[src/rtl/button_conditioner.sv]
// button_conditioner: per-button synchronizer, counter debounce and one-shot press/release pulses with optional auto-repeat
module button_conditioner #(
    parameter int NUM_BTN         = 2,
    parameter int DEBOUNCE_CYCLES = 250000,
    parameter int REPEAT_CYCLES   = 0
) (
    input  logic               clk,
    input  logic               rst,
    input  logic [NUM_BTN-1:0] btn_raw,
    output logic [NUM_BTN-1:0] btn_level,
    output logic [NUM_BTN-1:0] btn_press,
    output logic [NUM_BTN-1:0] btn_release
);
    localparam int CW = $clog2(DEBOUNCE_CYCLES + 1);
    localparam int RW = (REPEAT_CYCLES > 0) ? $clog2(REPEAT_CYCLES + 1) : 1;
    localparam logic [CW-1:0] CNT_DONE = CW'(DEBOUNCE_CYCLES);
    localparam logic [RW-1:0] REP_LAST = RW'((REPEAT_CYCLES > 0) ? REPEAT_CYCLES - 1 : 0);
    localparam bit REP_EN = REPEAT_CYCLES > 0;

    typedef enum logic [1:0] {RELEASED, CONFIRM_PRESS, PRESSED, CONFIRM_RELEASE} state_t;

    logic [NUM_BTN-1:0] s1, s2;

    // two-flop synchronizer on the asynchronous pins; only s2 is used downstream
    always_ff @(posedge clk or posedge rst) begin
        if (rst) begin
            s1 <= '0;
            s2 <= '0;
        end else begin
            s1 <= btn_raw;
            s2 <= s1;
        end
    end

    for (genvar i = 0; i < NUM_BTN; i++) begin : g_ch
        state_t        state, state_n;
        logic [CW-1:0] cnt, cnt_n;
        logic [RW-1:0] rcnt, rcnt_n;
        logic          level, press, rel, press_n, rel_n;

        // debounce FSM; repeat counting runs while held but never fires on the release cycle
        always_comb begin
            state_n = state;
            cnt_n   = cnt;
            rcnt_n  = rcnt;
            press_n = 1'b0;
            rel_n   = 1'b0;
            case (state)
                RELEASED:
                    if (s2[i]) begin
                        state_n = CONFIRM_PRESS;
                        cnt_n   = CW'(1);
                    end
                CONFIRM_PRESS:
                    if (!s2[i]) begin
                        state_n = RELEASED;
                        cnt_n   = '0;
                    end else if (cnt == CNT_DONE) begin
                        state_n = PRESSED;
                        cnt_n   = '0;
                        rcnt_n  = '0;
                        press_n = 1'b1;
                    end else begin
                        cnt_n = cnt + 1'b1;
                    end
                PRESSED:
                    if (!s2[i]) begin
                        state_n = CONFIRM_RELEASE;
                        cnt_n   = CW'(1);
                    end
                CONFIRM_RELEASE:
                    if (s2[i]) begin
                        state_n = PRESSED;
                        cnt_n   = '0;
                    end else if (cnt == CNT_DONE) begin
                        state_n = RELEASED;
                        cnt_n   = '0;
                        rel_n   = 1'b1;
                    end else begin
                        cnt_n = cnt + 1'b1;
                    end
                default: state_n = RELEASED;
            endcase
            if (REP_EN && (state == PRESSED || state == CONFIRM_RELEASE) && state_n != RELEASED) begin
                press_n = rcnt == REP_LAST;
                rcnt_n  = press_n ? '0 : rcnt + 1'b1;
            end
        end

        // state, counters and registered outputs
        always_ff @(posedge clk or posedge rst) begin
            if (rst) begin
                state <= RELEASED;
                cnt   <= '0;
                rcnt  <= '0;
                level <= 1'b0;
                press <= 1'b0;
                rel   <= 1'b0;
            end else begin
                state <= state_n;
                cnt   <= cnt_n;
                rcnt  <= rcnt_n;
                level <= state_n == PRESSED || state_n == CONFIRM_RELEASE;
                press <= press_n;
                rel   <= rel_n;
            end
        end

        assign btn_level[i]   = level;
        assign btn_press[i]   = press;
        assign btn_release[i] = rel;
    end
endmodule

[config.mk]
export PLATFORM = sky130hd
export DESIGN_NAME = button_conditioner
export DESIGN_NICKNAME = d
export VERILOG_FILES = /design/src/rtl/button_conditioner.sv
export SDC_FILE = /design/constraint.sdc
export NUM_CORES = 1
export LEC_CHECK = 0
export ABC_AREA = 1
export CELL_PAD_IN_SITES_DETAIL_PLACEMENT = 2
export CELL_PAD_IN_SITES_GLOBAL_PLACEMENT = 2
export CORE_ASPECT_RATIO = 2
export CORE_MARGIN = 8
export CORE_UTILIZATION = 37
export CTS_BUF_LIST = sky130_fd_sc_hd__clkbuf_16
export DETAILED_ROUTE_END_ITERATION = 12
export PLACE_DENSITY = 0.87
export SLEW_MARGIN = 20
export SYNTH_ARGS = -nofsm -noshare
export SYNTH_HDL_FRONTEND = slang
export SYNTH_SLANG_ARGS = --single-unit
[constraint.sdc]
create_clock -name clk -period 1.6 [get_ports clk]
set_input_delay 0.16 -clock clk [delete_from_list [all_inputs] [get_ports clk]]
set_output_delay 0.16 -clock clk [all_outputs]
set_load 0.1 [all_outputs]
**Run 1: I/O nets highlighted**

Scale bar: 20 µm.
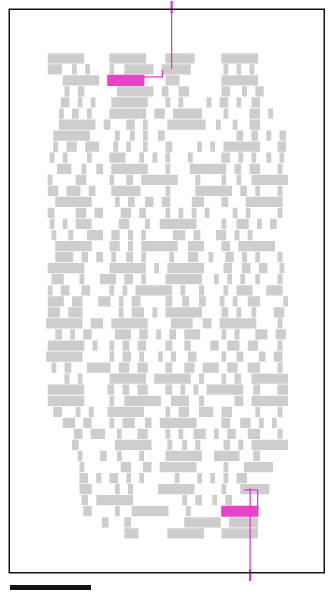
| port | color | direction | end cells | buffers | wire |
|---|---|---|---|---|---|
| `btn_release` | magenta | output | 2 | 2 | 48.4 µm |
count of buffers from port buffering: 9
Ports: 10

**Run 1: M1 wires**

Scale bar: 20 µm. Supply wires on this layer in gray.
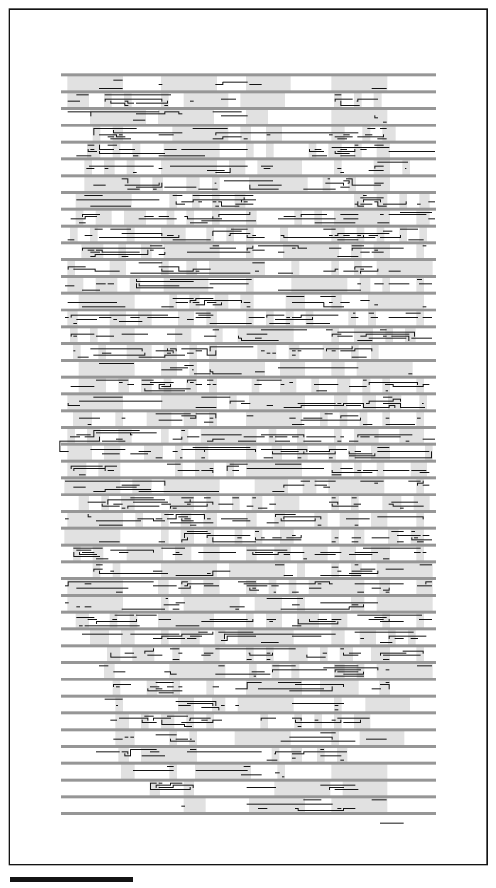
longest straight run: 23.0 µm
wire length on this layer: 2790 µm
main direction: horizontal
nets with wire on the layer: 370

**Run 1: metal layers overlaid**

Two of the layers only.
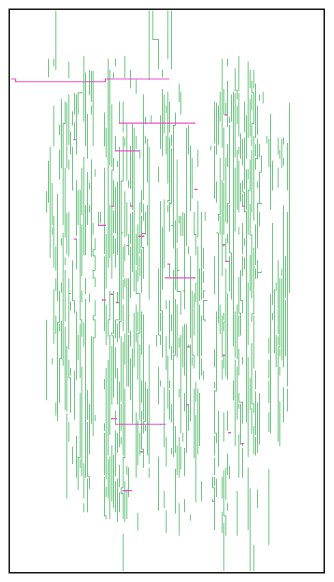
| layer | color | wire length |
|---|---|---|
| metal 2 | green | 5560 µm |
| metal 3 | magenta | 95.9 µm |

==> Slide: Implementation Results, run 1 <==
Synthesis and Place & Route Summary

Global routing
  • GRT met3 Usage: 0.0234
  • Busiest metal layer after global routing: met2
  • GR met2 Demand/Resource: 0.341
  • Largest net degree at the start of global routing: 36
  • Initial antenna violation count: 0
  • Vias in the first global route: approximately 2900
  • Leftover overflow at the end of global routing: 0
  • Met1 usage: 0.135
  • Global-route wire length before repair: 14.1 mm

Final timing
  • Hold Slack: roughly 0.21 ns
  • Period Utilization, post-route: 0.986
  • Pins Over Slew Limit: 0
  • Slew headroom: 0.733
  • Clock Skew: 0.00367 ns
  • Pin slew with the least headroom to its limit: 0.397 ns
  • Setup violation total in the final timing report: 0
  • Hold Vio Cnt, Final: 0
  • PnR worst setup slack: 0.0216 ns
  • Clock period minus final worst setup slack: 1.58 ns

Place
  • DP Area: around 3100 µm²
  • Post-placement worst setup slack: -0.0710 ns
  • HPWL after DPL: 6.85 mm
  • Gp weighted congestion: slightly above 0.8

Cells and area
  • Diodes inserted: 0
  • Final cell count without fillers: ~480
  • Layout Nets: 395
  • Final Cell Area: roughly 3400 µm²
  • Highest-count logic cell in the final layout: sky130_fd_sc_hd__nand2_1
  • Layout overhead on the synthesized area: 24.4%
  • Share of layout cells above drive strength 1: 0.235
  • Highest-count cells in the layout ignoring fill and taps: sky130_fd_sc_hd__nand2_1 (65), sky130_fd_sc_hd__dfrtp_1 (49), sky130_fd_sc_hd__nor2_1 (46), sky130_fd_sc_hd__inv_1 (42), sky130_fd_sc_hd__buf_4 (28)

Critical path
  • Worst r2r src: g_ch[0].cnt[1]
  • Worst EP arrival: between 1.5 and 2 ns
  • Critical path startpoint category: register
  • Cell with the biggest individual delay on the critical path: sky130_fd_sc_hd__dfrtp_1
  • Combined buffer and inverter count along the critical path: 3
  • Start-to-end type of the worst setup path: register to register
  • Top Family by Delay on Critical Path: simple AND/OR/NAND/NOR gates
  • Most repeated library cell on the critical path: sky130_fd_sc_hd__nand2_4
  • Required time of the critical path: 1.79 ns
  • Depth of the worst register-to-register path: 11
  • Nature of the critical path endpoint: register
  • Worst-path maximum fanout: 6
  • Instance count on the critical path: 11
  • Cells traversed along the worst timing path: inv_2, ha_4, nand2_2, inv_2, nand2_4, nor2_4, nand3_2, nand2_4, nand2_4, nand3_1, inv_1
  • Crit. Startpoint: g_ch[0].cnt[1]

Drt
  • Routed Antenna Nets: 0
  • Number of DRC violations after detailed routing: 0
  • Routed wire per std cell: 18.7 µm
  • Ratio of routed vias to standard cells: 5.21
  • Final Routed Wirelength: 8.98 mm
  • Pre-antenna DRT Iters: 4

Power
  • Cell area power density: around 760 nW/µm²
  • Total leakage power: 1.56 nW
  • Worst VDD drop: 505 µV

Synth
  • Portion of the post-synthesis area used by sequential elements: 0.452
  • Area leader, netlist: sky130_fd_sc_hd__dfrtp_1
  • Number of enable flip-flop cells: 0
  • Total nets after synthesis: 357
  • Flip-flop and latch count after synthesis: around 50
  • Cell area after synthesis: 2770 µm²
  • Area leader share: 0.452
  • Synthesis area per yosys: 2770 µm²
  • Post-synthesis async set-or-reset flop share: 1.00
  • Main flop type after synthesis: sky130_fd_sc_hd__dfrtp_1
  • Number of warnings printed during yosys synthesis: 0
  • Synthesized area per cell: roughly 8 µm²
  • Largest cells by area after synthesis: sky130_fd_sc_hd__dfrtp_1 (45%), sky130_fd_sc_hd__nand2_1 (9.5%), sky130_fd_sc_hd__nor2_1 (6.5%)
  • Syn Inst Count: 349

Clock network
  • Max clock buf depth: 2
  • Root buffer cell: sky130_fd_sc_hd__clkbuf_16
  • Clock Pin Slew Worst Setup and Hold Paths: 0.07 ns
  • TritonCTS Buffers: 5
  • Latest clock arrival within the worst-skew pair: 0.29 ns
  • CTS tree: built
  • H-tree depth: 2
  • Num Clock Sinks: roughly 50

Die
  • Die outline width: 77.2 µm
  • # rows: 44
  • Core Box Area: approximately 7300 µm²
  • Die Y: between 100 and 150 µm
  • Area of the die: 10700 µm²

Min path
  • HP Class: primary input to asynchronous set/reset pin

Outcome
  • Status: completed

Job
  • Tally of max-capacitance violations: 0
  • OpenROAD warnings: 29
-- run 1: power breakdown --
| group | switching [mW] | leakage (nW) | internal [mW] |
|---|---|---|---|
| registers | 0.0288 | 0.676 | 1.29 |
| clock network | 0.473 | 0.0724 | 0.567 |
| logic | 0.147 | 0.807 | 0.101 |
-- run 1: registers in the layout (all words and copies together), names as in the netlist --
name        cells
s2              2
g_ch.state      4
g_ch.level      2
g_ch.cnt       36
g_ch.rel        2
g_ch.press      2
s1              2
-- run 1: per-layer routing --
metal,part of all wire,routed length [µm],up-vias
met5,0,0,-
met1,0.31,2790,1261
li1,-,-,1180
met2,0.62,5560,29
met4,0.059,531,0
met3,0.011,95,30
-- run 1: synth_stat cells, types with 5 or more instances --
library cell / instances
sky130_fd_sc_hd__a21oi_1: 8
sky130_fd_sc_hd__buf_4: 7
sky130_fd_sc_hd__dfrtp_1: 50
sky130_fd_sc_hd__inv_1: 44
sky130_fd_sc_hd__inv_2: 5
sky130_fd_sc_hd__nand2_1: 70
sky130_fd_sc_hd__nand2_2: 7
sky130_fd_sc_hd__nand3_1: 27
sky130_fd_sc_hd__nand4_1: 16
sky130_fd_sc_hd__nor2_1: 48
sky130_fd_sc_hd__nor2_2: 8
sky130_fd_sc_hd__nor3_1: 5
sky130_fd_sc_hd__o21ai_0: 7
sky130_fd_sc_hd__o21ai_1: 6
sky130_fd_sc_hd__xnor2_1: 5
sky130_fd_sc_hd__xor2_1: 11
-- run 1: layout make-up --
cell class	instances	area, µm²
clock inverters	3	12.5
fillers	812	3820
clock buffers	5	125
inverters	51	196
repair buffers	39	400
well taps	92	115
flip-flops and latches	50	1250
multi-input cells	240	1350
-- run 1: worst paths after layout --
| path | slack, ns | endpoint |
|---|---|---|
| worst min-delay path | 0.21 | g_ch[0].cnt[13] |
| max in group asynchronous | 1.19 | g_ch[0].cnt[5] |
| worst max-delay path | 0.02 | g_ch[0].cnt[12] |
| worst max register to register | 0.02 | g_ch[0].cnt[12] |
| worst min register to register | 0.35 | s2[1] |
| min in group clk | 0.30 | s1[1] |
-- run 1: stage by stage --
step / util / TNS (ns) / total power, mW
after floorplan: - / 0 / 1.45
after global placement: 0.431 / 0 / 1.52
after detailed placement: 0.431 / -0.490 / 1.54
after CTS: 0.459 / 0 / 2.60
after global routing: 0.474 / -0.966 / 2.69
final: 0.474 / 0 / 2.60
-- run 1: cell families (layout without fill, tap and decap cells) --
kind of cell,count (synthesis),count (layout),share of synthesized area
AND-OR/OR-AND,27,27,0.0524
AND/OR/NAND/NOR,193,193,0.336
XOR/XNOR,16,16,0.0506
flip-flops,50,50,0.452
buffers and inverters,59,98,0.0908
adder cells (fa/ha/maj),4,4,0.0181
-- run 1: tightest hold or removal path: stages --
cell	delay [ns]
sky130_fd_sc_hd__clkdlybuf4s50_1	0.41
sky130_fd_sc_hd__inv_2	0.08
sky130_fd_sc_hd__buf_12	0.22
-- run 1: timing repair --
item	in CTS	in global routing
hold buffers	0	0
resized	5	19
pin swaps	4	10
buffers inserted	4	7
endpoints found under the setup margin	15	34
**Run 1: sequential cells grouped by signal name**

Scale bar: 20 µm. Other sequential cells in the stronger gray, the rest of the logic in the fainter gray.
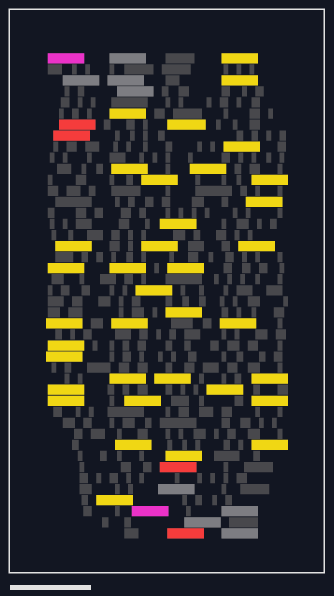

--- run 2 (diff from run 1) ---
--- a/config.mk
+++ b/config.mk
@@ -13,8 +13,9 @@
 export CORE_UTILIZATION = 37
 export CTS_BUF_LIST = sky130_fd_sc_hd__clkbuf_16
 export DETAILED_ROUTE_END_ITERATION = 12
+export GPL_TIMING_DRIVEN = 0
 export PLACE_DENSITY = 0.87
-export SLEW_MARGIN = 20
+export SLEW_MARGIN = 25
 export SYNTH_ARGS = -nofsm -noshare
 export SYNTH_HDL_FRONTEND = slang
 export SYNTH_SLANG_ARGS = --single-unit
**Run 2: sequential cells grouped by signal name**

Scale bar: 20 µm. Other sequential cells in the stronger gray, the rest of the logic in the fainter gray.
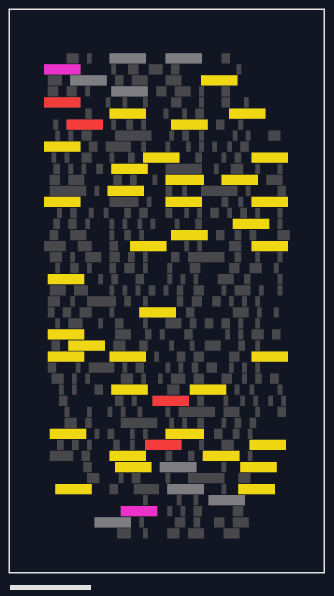
| name in the netlist | color | placed flops |
|---|---|---|
| `g_ch.state` | red | 4 |
| `g_ch.cnt` | yellow | 36 |
| `s1` | magenta | 2 |
not colored: 8

==> run 2 against run 1 <==
  * Clock-buffer cell count is the same
  * Global-route usage down 0.80 points
  * Synthesized cell count stayed put
  * The run now ends with setup timing left
  * Critical path type unchanged
  * Largest cell class unchanged
  * Via count decreased by 0.56%
  * Largest power group unchanged
==> Slide: Implementation Results, run 2 <==
Synthesis and Place & Route Summary

Critical path
  • Critical path startpoint category: register
  • Worst EP arrival: 1.84 ns
  • Register-to-register path setup slack: -0.05 ns
  • Start-to-end type of the worst setup path: register to register
  • Required time of the critical path: roughly 1.8 ns
  • Crit. Startpoint: g_ch[0].cnt[1]
  • Worst-path maximum fanout: 4
  • Worst r2r src: g_ch[0].cnt[1]

Clock network
  • TritonCTS Buffers: 5
  • Num Clock Sinks: 50
  • Root buffer cell: sky130_fd_sc_hd__clkbuf_16

Final timing
  • PnR worst setup slack: -0.0515 ns
  • Pin slew with the least headroom to its limit: 0.674 ns
  • Final total negative setup slack: -0.0515 ns
  • Period Utilization, post-route: 1.03
  • Clock period minus final worst setup slack: 1.65 ns
  • Clock Skew: 0.00822 ns
  • Setup violation total in the final timing report: 1

Die
  • Core Box Area: 7270 µm²
  • Ports: 10
  • Die Y: 138 µm

Drt
  • Uppermost signal routing layer after detailed routing: met4
  • Sum of met2 wire segment lengths after detailed routing: around 5.7 mm
  • Routed Antenna Nets: 0
  • Routed wire per std cell: just under 20 µm
  • Ratio of routed vias to standard cells: 5.29
  • Number of DRC violations after detailed routing: 0
  • Wire length on met1: between 3 and 4 mm

Synth
  • Synthesized area per cell: ~8 µm²
  • Commonest cells post-synth: sky130_fd_sc_hd__nand2_1 (70), sky130_fd_sc_hd__dfrtp_1 (50), sky130_fd_sc_hd__nor2_1 (48)
  • Post-synthesis cell type with the largest instance count: sky130_fd_sc_hd__nand2_1
  • Total nets after synthesis: roughly 360
  • Adder-cell share of the synthesized area: 0.0181
  • Flip-flop and latch count after synthesis: 50
  • MUX share of area: 0
  • Xor and xnor fraction of the mapped netlist area: 0.0506
  • Number of enable flip-flop cells: 0
  • Main flop type after synthesis: sky130_fd_sc_hd__dfrtp_1
  • Share of synthesized cell area in and-or and or-and compound cells: 0.0524
  • Simple share: 0.336
  • Area leader share: 0.452
  • Logic family by area: simple AND/OR/NAND/NOR gates

Min path
  • HP Class: primary input to register

Cells and area
  • Largest Register: g_ch.cnt
  • Diodes inserted: 0
  • Layout Nets: 386
  • Highest-count cells in the layout ignoring fill and taps: sky130_fd_sc_hd__nand2_1 (62), sky130_fd_sc_hd__dfrtp_1 (48), sky130_fd_sc_hd__nor2_1 (44), sky130_fd_sc_hd__inv_1 (40), sky130_fd_sc_hd__nand3_1 (24)
  • Final cell count without fillers: 470
  • Max reg flops: 36

Outcome
  • Violated checks: setup timing
  • Status: finished, violations left

Job
  • Tally of max-capacitance violations: 0
  • OpenROAD warnings: 29

Place
  • Gp weighted congestion: 0.774
  • Count of buffers from port buffering: 9
  • HPWL after DPL: just under 6 mm

Global routing
  • Global-route wire length before repair: between 10 and 15 mm
  • Initial antenna violation count: 0

Power
  • Worst VDD drop: 473 µV
  • Sequential power share: 0.503
**Run 2: M1 wires**

Scale bar: 20 µm. Supply wires on this layer in gray.
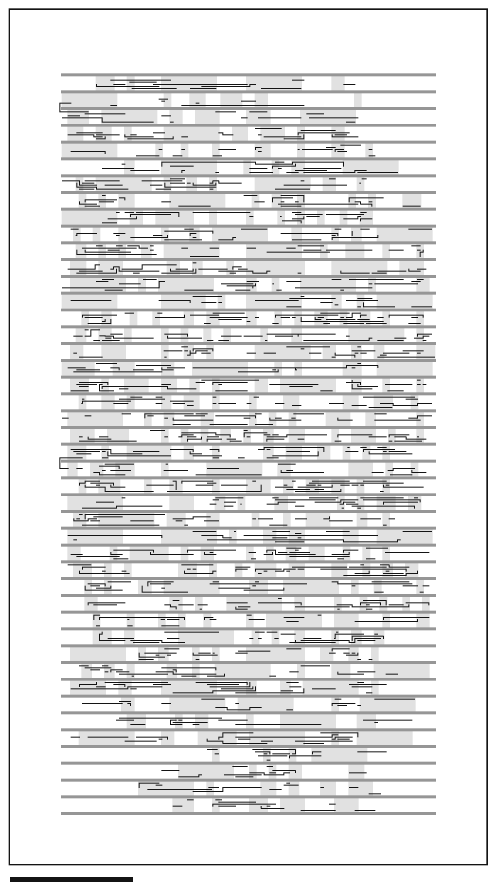
wire length on this layer: 3090 µm
nets with wire on the layer: 363

run 2: cell counts after synthesis:
No cell type changed its count.
run 2: cell families after synthesis:
group | count (synthesis)
XOR/XNOR | 16
buffers and inverters | 59
AND/OR/NAND/NOR | 193
adder cells (fa/ha/maj) | 4
AND-OR/OR-AND | 27
flip-flops | 50
run 2: repair_timing:
action / CTS / global route
buffers inserted: 5 / 8
resized: 29 / 38
endpoints found under the setup margin: 31 / 34
endpoints found under the hold margin: 0 / 0
pin swaps: 5 / 9
run 2: worst paths after layout:
kind / endpoint / cells past startpoint
max: g_ch[0].cnt[14] / 6
min: s1[1] / 1
max reg2reg: g_ch[0].cnt[14] / 6
min reg2reg: s2[0] / 0
max in group asynchronous: g_ch[1].cnt[0] / 2
min in group asynchronous: g_ch[1].cnt[14] / 2
run 2: critical path: stages, from the launching register on:
cell	delay, ns
sky130_fd_sc_hd__dfrtp_1	0.42
sky130_fd_sc_hd__ha_2	0.25
sky130_fd_sc_hd__nand3_2	0.12
sky130_fd_sc_hd__nor3_4	0.25
sky130_fd_sc_hd__nand4_1	0.20
sky130_fd_sc_hd__nor2_1	0.23
sky130_fd_sc_hd__nor2_2	0.07
run 2: layout make-up:
class / instances / area [µm²] / area share
multi-input combinational: 240 / 1410 / 0.417
sequential: 50 / 1250 / 0.369
inverter: 51 / 211 / 0.0623
timing repair buffer: 22 / 208 / 0.0612
clock buffer: 5 / 125 / 0.0369
tap: 92 / 115 / 0.0339
buffer: 8 / 60.1 / 0.0177
clock inverter: 2 / 7.51 / 0.00221
run 2: power groups by stage:
stage               logic (mW)  clock network [mW]  registers [mW]
finish                   0.271                1.04            1.33
global route             0.298                1.10            1.33
CTS                      0.206                1.05            1.32
detailed placement       0.179                   0            1.34
global placement         0.169                   0            1.34
floorplan                0.122                   0            1.33
run 2: metal layers:
layer  vias to the layer above  global-route usage
met4                         0              0.0641
met5                         -                   0
li1                       1156                   -
met3                        26              0.0221
met2                        27               0.331
met1                      1277               0.140
run 2: stage by stage:
step / setup slack [ns] / total power, mW / hold slack, ns / utilization
after global placement: -0.860 / 1.51 / 0.334 / 0.409
after global routing: -0.132 / 2.73 / 0.297 / 0.467
after detailed placement: -0.207 / 1.52 / 0.340 / 0.410
after CTS: 0.0111 / 2.57 / 0.302 / 0.441
final: -0.0515 / 2.64 / 0.303 / 0.467
after floorplan: 0.203 / 1.45 / 0.191 / -
**Run 2: I/O nets highlighted**

Scale bar: 20 µm.
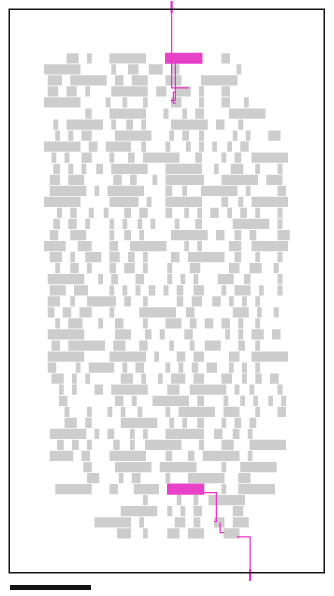

--- run 3 (diff from run 2) ---
--- a/config.mk
+++ b/config.mk
@@ -10,11 +10,11 @@
 export CELL_PAD_IN_SITES_GLOBAL_PLACEMENT = 2
 export CORE_ASPECT_RATIO = 2
 export CORE_MARGIN = 8
-export CORE_UTILIZATION = 37
+export CORE_UTILIZATION = 39
 export CTS_BUF_LIST = sky130_fd_sc_hd__clkbuf_16
 export DETAILED_ROUTE_END_ITERATION = 12
 export GPL_TIMING_DRIVEN = 0
-export PLACE_DENSITY = 0.87
+export PLACE_DENSITY = 0.9
 export SLEW_MARGIN = 25
 export SYNTH_ARGS = -nofsm -noshare
 export SYNTH_HDL_FRONTEND = slang
==> constraint.sdc (replaced) <==
create_clock -name clk -period 2.08 [get_ports clk]
set_input_delay 0.208 -clock clk [delete_from_list [all_inputs] [get_ports clk]]
set_output_delay 0.208 -clock clk [all_outputs]
set_load 0.1 [all_outputs]
**Run 3: I/O nets highlighted**

Scale bar: 20 µm.
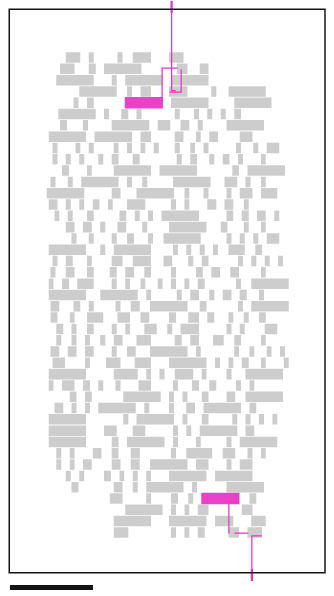
| port | color | direction | end cells | buffers | wire |
|---|---|---|---|---|---|
| `btn_release` | magenta | output | 2 | 4 | 63.1 µm |

**Run 3: metal layers overlaid**

Two of the layers only.
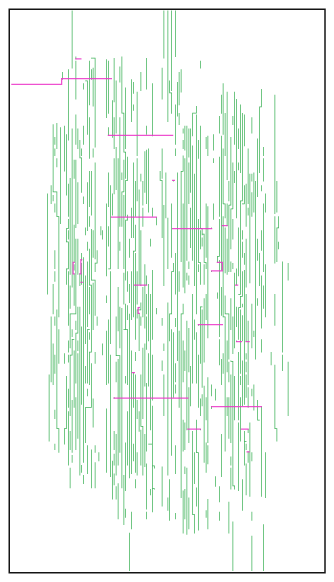
| layer | color | wire length |
|---|---|---|
| metal 2 | green | 5030 µm |
| metal 3 | magenta | 124 µm |
vias: 2356
Routed wire per std cell: 17.8 µm
global routing usage summed across all routing layers: 0.176
Final Routed Wirelength: 8.13 mm

==> run 3 against run 2 <==
  * The flow now finishes without violations
  * Largest power group unchanged
  * Wire length shrank 13%
  * Highest routed layer unchanged
  * Critical path type is now register to primary output
  * Sequential cell count is the same
  * Critical endpoint is now btn_press[1]
  * Power down 26%
  * Synthesized cell count unchanged
==> Slide: Implementation Results, run 3 <==
Synthesis and Place & Route Summary

Cells and area
  • Layout Nets: 373
  • Final cell count without fillers: 456
  • Share of layout cells above drive strength 1: 0.126
  • Fillers: 846
  • Layout overhead on the synthesized area: 12.6%
  • Highest-count cells in the layout ignoring fill and taps: sky130_fd_sc_hd__nand2_1 (70), sky130_fd_sc_hd__dfrtp_1 (50), sky130_fd_sc_hd__nor2_1 (48), sky130_fd_sc_hd__inv_1 (43), sky130_fd_sc_hd__nand3_1 (27)

Clock network
  • H-tree depth: 2
  • Latest clock arrival within the worst-skew pair: roughly 0.30 ns
  • Max clock buf depth: 2

Final timing
  • Pin slew with the least headroom to its limit: 0.975 ns
  • Hold Slack: 0.352 ns
  • Slew headroom: 0.349
  • Final total negative setup slack: 0 ns
  • Pins Over Slew Limit: 0
  • Setup violation total in the final timing report: 0
  • Clock period minus final worst setup slack: 2.05 ns
  • Hold Vio Cnt, Final: 0
  • Clock Skew: 0.00808 ns

Critical path
  • Critical path startpoint category: register
  • Combined buffer and inverter count along the critical path: 2
  • Worst-path maximum fanout: 1
  • Top Family by Delay on Critical Path: buffers and inverters
  • Cell with the biggest individual delay on the critical path: sky130_fd_sc_hd__clkdlybuf4s50_1
  • Crit. Startpoint: g_ch[1].press
  • Worst r2r src: g_ch[1].cnt[0]

Synth
  • Portion of the post-synthesis area used by sequential elements: 0.452
  • Number of warnings printed during yosys synthesis: 0
  • Cell area after synthesis: 2770 µm²
  • Area leader, netlist: sky130_fd_sc_hd__dfrtp_1
  • Post-synthesis async set-or-reset flop share: 1.00
  • Flip-flop and latch count after synthesis: 50
  • Synthesized area per cell: 7.94 µm²

Place
  • Post-placement worst setup slack: ~0.19 ns

Die
  • Die Y: 135 µm
  • Core Box Area: 6890 µm²
  • # rows: 43
  • Die outline width: 75.6 µm

Outcome
  • Status: completed

Power
  • Total leakage power: 1.45 nW

Global routing
  • Vias in the first global route: 2815

Job
  • Tally of max-capacitance violations: 0
[run 3: cell count changes in the layout (fill, tap and decap cells not counted), sizes merged]
cell and change:
dlymetal6s2s +3, dlygate4sd2 +1, clkdlybuf4s15 -6, clkinv +4, clkbuf -1, inv -3, buf -12, clkdlybuf4s50 +2
[run 3: layout make-up]
cell class | count | area (µm²) | area share
Buffer | 8 | 57.6 | 0.0185
Multi-Input combinational cell | 240 | 1270 | 0.407
Timing Repair Buffer | 9 | 96.3 | 0.0309
Clock buffer | 5 | 125 | 0.0401
Clock inverter | 3 | 11.3 | 0.00361
Tap cell | 90 | 113 | 0.0361
Inverter | 51 | 196 | 0.0630
Sequential cell | 50 | 1250 | 0.401
[run 3: path summary, 6_finish.rpt]
path / end / slack, ns / cells past startpoint
worst max-delay path: btn_press[1] / 0.03 / 2
worst min-delay path: s1[0] / 0.35 / 1
worst max register to register: g_ch[1].cnt[8] / 0.18 / 9
worst min register to register: s2[0] / 0.35 / 0
max in group asynchronous: g_ch[0].cnt[11] / 1.27 / 2
min in group asynchronous: g_ch[0].rel / 0.36 / 2
[run 3: cells by family (layout without fill, tap and decap cells)]
logic type / Yosys count / count (layout) / share of synthesized area
and+or+nand+nor: 193 / 193 / 0.336
buffers and inverters: 59 / 76 / 0.0908
DFF: 50 / 50 / 0.452
AOI/OAI and AO/OA: 27 / 27 / 0.0524
xor gates and xnor gates: 16 / 16 / 0.0506
adders and majority gates: 4 / 4 / 0.0181
[run 3: report_power, final]
group / internal, mW / leakage (nW) / switching, mW
Sequential: 0.991 / 0.678 / 0.0222
Clock: 0.434 / 0.0663 / 0.360
Combinational: 0.0390 / 0.705 / 0.101
Total: 1.46 / 1.45 / 0.483
[run 3: timing repair]
item                                   4_1_cts  5_1_grt
hold buffers                                 0        0
endpoints found under the hold margin        0        0
gates resized                                1        3
setup endpoints to repair                    1        3
buffers inserted                             0        0
[run 3: worst register-to-register path, stage by stage, from the launching register on]
cell and delay [ns]:
sky130_fd_sc_hd__dfrtp_1 0.40, sky130_fd_sc_hd__inv_1 0.13, sky130_fd_sc_hd__ha_1 0.20, sky130_fd_sc_hd__nand4_1 0.18, sky130_fd_sc_hd__nor2_2 0.18, sky130_fd_sc_hd__nand2_1 0.13, sky130_fd_sc_hd__nand2_2 0.15, sky130_fd_sc_hd__nand2_2 0.13
sky130_fd_sc_hd__inv_2 0.19, sky130_fd_sc_hd__nor2_1 0.08
[run 3: metal layers]
metal  share of wire  track usage  up-vias
met3           0.015       0.0282       20
met5               0            0        -
met4           0.035       0.0862        0
li1                -            -     1135
met1            0.33        0.152     1174
met2            0.62        0.353       27
[run 3: stage by stage]
| step | instance area, µm² | utilization |
|---|---|---|
| after CTS | 3110 | 0.452 |
| after floorplan | 2770 | - |
| final | 3120 | 0.453 |
| after global placement | 2970 | 0.432 |
| after detailed placement | 2980 | 0.432 |
| after global routing | 3120 | 0.453 |
Power is estimated from default activity; no workload was simulated.
